**src/rtl/cpu_pkg.sv**
```systemverilog
`default_nettype none
// +--------------------------------------------------------------------+
// | cpu_pkg : shared widths and fetch FSM encoding for the 8-bit CPU    |
// | Rev 1.0 : initial release                                           |
// +--------------------------------------------------------------------+
package cpu_pkg;

  localparam int DATA_WIDTH_C = 8;
  localparam int ADDR_WIDTH_C = 8;
  localparam int EXT_BIT_C    = 7;

  localparam logic [2:0] ST_IDLE_C      = 3'd0;
  localparam logic [2:0] ST_FETCH_OP_C  = 3'd1;
  localparam logic [2:0] ST_WAIT_OP_C   = 3'd2;
  localparam logic [2:0] ST_FETCH_ARG_C = 3'd3;
  localparam logic [2:0] ST_WAIT_ARG_C  = 3'd4;
  localparam logic [2:0] ST_HOLD_C      = 3'd5;

  typedef enum logic [2:0] {
    S_IDLE      = ST_IDLE_C,
    S_FETCH_OP  = ST_FETCH_OP_C,
    S_WAIT_OP   = ST_WAIT_OP_C,
    S_FETCH_ARG = ST_FETCH_ARG_C,
    S_WAIT_ARG  = ST_WAIT_ARG_C,
    S_HOLD      = ST_HOLD_C
  } fetch_state_t;

endpackage
`default_nettype wire

```
**src/rtl/fetch_unit.sv**
```systemverilog
`default_nettype none
// +--------------------------------------------------------------------+
// | fetch_unit : ROM fetch sequencer assembling 1/2-byte instructions   |
// | Rev 1.0 : initial release                                           |
// +--------------------------------------------------------------------+
module fetch_unit
  import cpu_pkg::*;
#(
  parameter int DATA_WIDTH = DATA_WIDTH_C,
  parameter int ADDR_WIDTH = ADDR_WIDTH_C,
  parameter int EXT_BIT    = EXT_BIT_C
) (
  input  logic                  clk,
  input  logic                  reset,
  input  logic                  halt,
  input  logic [ADDR_WIDTH-1:0] pc_out,
  output logic                  pc_enable,
  output logic                  pc_ld,
  output logic [ADDR_WIDTH-1:0] pc_ld_addr,
  output logic                  mem_rd,
  output logic [ADDR_WIDTH-1:0] mem_addr,
  input  logic [DATA_WIDTH-1:0] mem_data,
  input  logic                  branch_req,
  input  logic [ADDR_WIDTH-1:0] branch_addr,
  output logic                  instr_valid,
  input  logic                  instr_ready,
  output logic [DATA_WIDTH-1:0] opcode,
  output logic [DATA_WIDTH-1:0] operand,
  output logic [ADDR_WIDTH-1:0] instr_addr
);

  fetch_state_t          r_state;
  logic                  r_valid;
  logic [DATA_WIDTH-1:0] r_opcode;
  logic [DATA_WIDTH-1:0] r_operand;
  logic [ADDR_WIDTH-1:0] r_instr_addr;
  logic                  w_fetch;

  assign w_fetch    = (r_state == S_FETCH_OP) || (r_state == S_FETCH_ARG);
  assign mem_addr   = pc_out;
  assign pc_ld_addr = branch_addr;

  // A branch suppresses the fetch strobes so PC never sees ld and enable together
  always_comb begin
    pc_enable = 1'b0;
    pc_ld     = 1'b0;
    mem_rd    = 1'b0;
    if (!reset) begin
      if (branch_req) begin
        pc_ld = 1'b1;
      end else if (w_fetch) begin
        pc_enable = 1'b1;
        mem_rd    = 1'b1;
      end
    end
  end

  always_ff @(posedge clk or posedge reset) begin
    if (reset) begin
      r_state      <= S_IDLE;
      r_valid      <= 1'b0;
      r_opcode     <= '0;
      r_operand    <= '0;
      r_instr_addr <= '0;
    end else if (branch_req) begin
      r_valid <= 1'b0;
      r_state <= halt ? S_IDLE : S_FETCH_OP;
    end else begin
      case (r_state)
        S_IDLE: begin
          if (!halt) r_state <= S_FETCH_OP;
        end
        S_FETCH_OP: begin
          r_instr_addr <= pc_out;
          r_state      <= S_WAIT_OP;
        end
        S_WAIT_OP: begin
          r_opcode <= mem_data;
          if (mem_data[EXT_BIT]) begin
            r_state <= S_FETCH_ARG;
          end else begin
            r_operand <= '0;
            r_valid   <= 1'b1;
            r_state   <= S_HOLD;
          end
        end
        S_FETCH_ARG: begin
          r_state <= S_WAIT_ARG;
        end
        S_WAIT_ARG: begin
          r_operand <= mem_data;
          r_valid   <= 1'b1;
          r_state   <= S_HOLD;
        end
        S_HOLD: begin
          if (instr_ready) begin
            r_valid <= 1'b0;
            r_state <= halt ? S_IDLE : S_FETCH_OP;
          end
        end
        default: begin
          r_valid <= 1'b0;
          r_state <= S_IDLE;
        end
      endcase
    end
  end

  assign instr_valid = r_valid;
  assign opcode      = r_opcode;
  assign operand     = r_operand;
  assign instr_addr  = r_instr_addr;

endmodule
`default_nettype wire

```
**config.mk**
```make
export PLATFORM = sky130hd
export DESIGN_NAME = fetch_unit
export DESIGN_NICKNAME = d
export VERILOG_FILES = /design/src/rtl/cpu_pkg.sv /design/src/rtl/fetch_unit.sv
export SDC_FILE = /design/constraint.sdc
export NUM_CORES = 1
export LEC_CHECK = 0
export CAP_MARGIN = 20
export CORE_MARGIN = 4
export CORE_UTILIZATION = 35
export DETAILED_ROUTE_END_ITERATION = 12
export PLACE_DENSITY_LB_ADDON = 0.2
export SETUP_SLACK_MARGIN = 0.2
export SLEW_MARGIN = 20
export SYNTH_ARGS = -nofsm -noshare
export SYNTH_HDL_FRONTEND = slang
export SYNTH_SLANG_ARGS = --single-unit
```
**constraint.sdc**
```tcl
create_clock -name clk -period 1.5 [get_ports clk]
set_input_delay 0.3 -clock clk [delete_from_list [all_inputs] [get_ports clk]]
set_output_delay 0.3 -clock clk [all_outputs]
set_load 0.1 [all_outputs]
```
==> flow_metrics.py <==
# Flow results
metrics = {
    "routing": {
        "drt-initial-drc-count": 84,
        "route.met2.wl_mm": 1.90,
    },
    "synth": {
        "top_cells_by_area": "sky130_fd_sc_hd__dfrtp_1 (50%), sky130_fd_sc_hd__mux2_2 (13%), sky130_fd_sc_hd__buf_4 (10%)",
        "synth.yosys.chip_area_mm2": 0.00141,
        "synth_sequential_area_ratio_pct": 49.9,
    },
    "die": {
        "taps": 48,
        "fp.coreArea_mm2": 0.00377,
    },
    "timing": {
        "final-setup-viol-count": 10,
        "final.setup.worst_slack_ps": -77.8,
    },
    "worst_setup_path": {
        "critPathRequiredTime_ps": 1200,
        "path_cells": "nor4b_4 > buf_4 > buf_12",
        "worstReg2RegEnd": "operand[3]",
        "crit_slowest_cell": "sky130_fd_sc_hd__dfrtp_2",
        "timing.critical_path.max_delay_family": "flip-flops",
        "worst-path-stages": 3,
    },
    "clock_network": {
        "cts_resized": 26,
        "clock_tree.htree_level_count": 1,
        "postCtsSetupRepairBufs": 8,
    },
    "placed_design": {
        "place_congestion": 0.776,
    },
    "global_route": {
        "grt_use_met3_pct": 4.49,
    },
    "power": {
        "seq_power_uw": 1340,
    },
    "layout": {
        "nClkBuffers": 3,
    },
    "status": {
        "result_of_the_run": "finished, violations left",
        "violations": "setup timing",
    },
}
==> sequential cells by signal, indices dropped and copies added (netlist names) <==
signal and cells:
opcode 8, instr_valid 1, instr_addr 8, r_state 3, operand 8
==> worst min-delay path: cells and delay by family <==
| family | cells | cell delay [ps] |
|---|---|---|
| buffers and inverters | 4 | 670 |
==> kinds of logic (layout without fill, tap and decap cells) <==
| kind of cell | after synthesis | in the layout | synth area share, % |
|---|---|---|---|
| DFF | 28 | 28 | 49.9 |
| AOI/OAI and AO/OA | 22 | 22 | 10.1 |
| buffers and inverters | 25 | 85 | 12.5 |
| and+or+nand+nor | 31 | 31 | 14.8 |
| muxes | 16 | 16 | 12.8 |
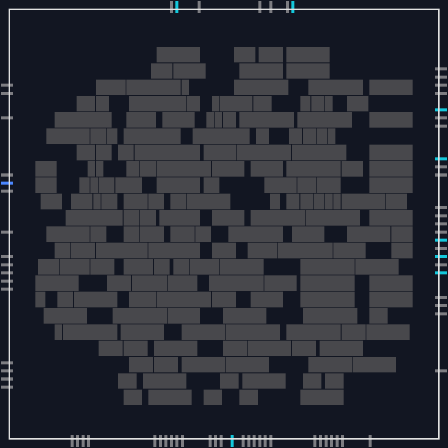
Fig. 1. Pin placement.
Drawn at 6 px/um. Pins as bars across the die edge, other pins in gray.
color	port	pins	direction	edge
blue	instr_ready	1	input	west
cyan	opcode	8	output	5 east, 2 north, 1 south
PortBufs: 56
Vert. Die Dim: 71.4 um
Die X: 71.4 um

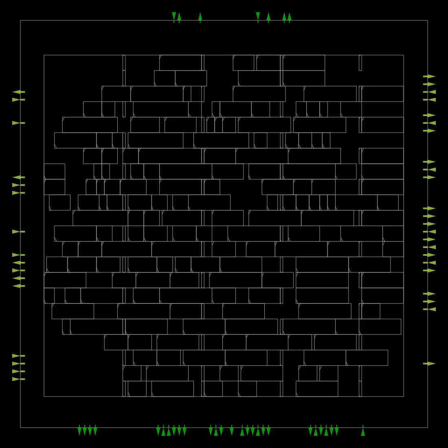
Fig. 2. Placed standard cells.
proportion of cell area occupied by registers: 26.6%
post-route non-filler standard cell count: 230

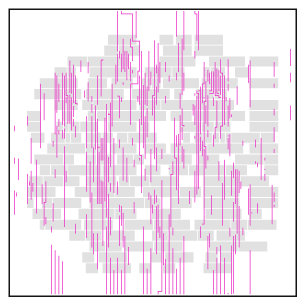
Fig. 3. Signal wires on met2.
Drawn at 4 px/um. Cells faint in the background.
share of all routed wire	53%
nets with wire on the layer	198
wire length on this layer	1900 um
routed wire length: 3.58 mm
via count: 1153

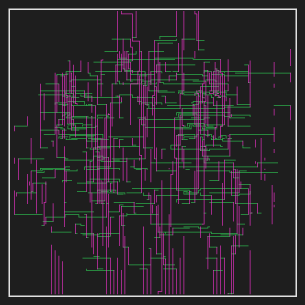
Fig. 4. Metal layers overlaid.
Drawn at 4 px/um. Two of the layers only.
color	layer	wire length
green	M1	1340 um
magenta	M2	1900 um
overall track demand over capacity in global routing: 13.9%
detail-routed net length per standard cell: 15.6 um

Power is estimated from default activity; no workload was simulated.
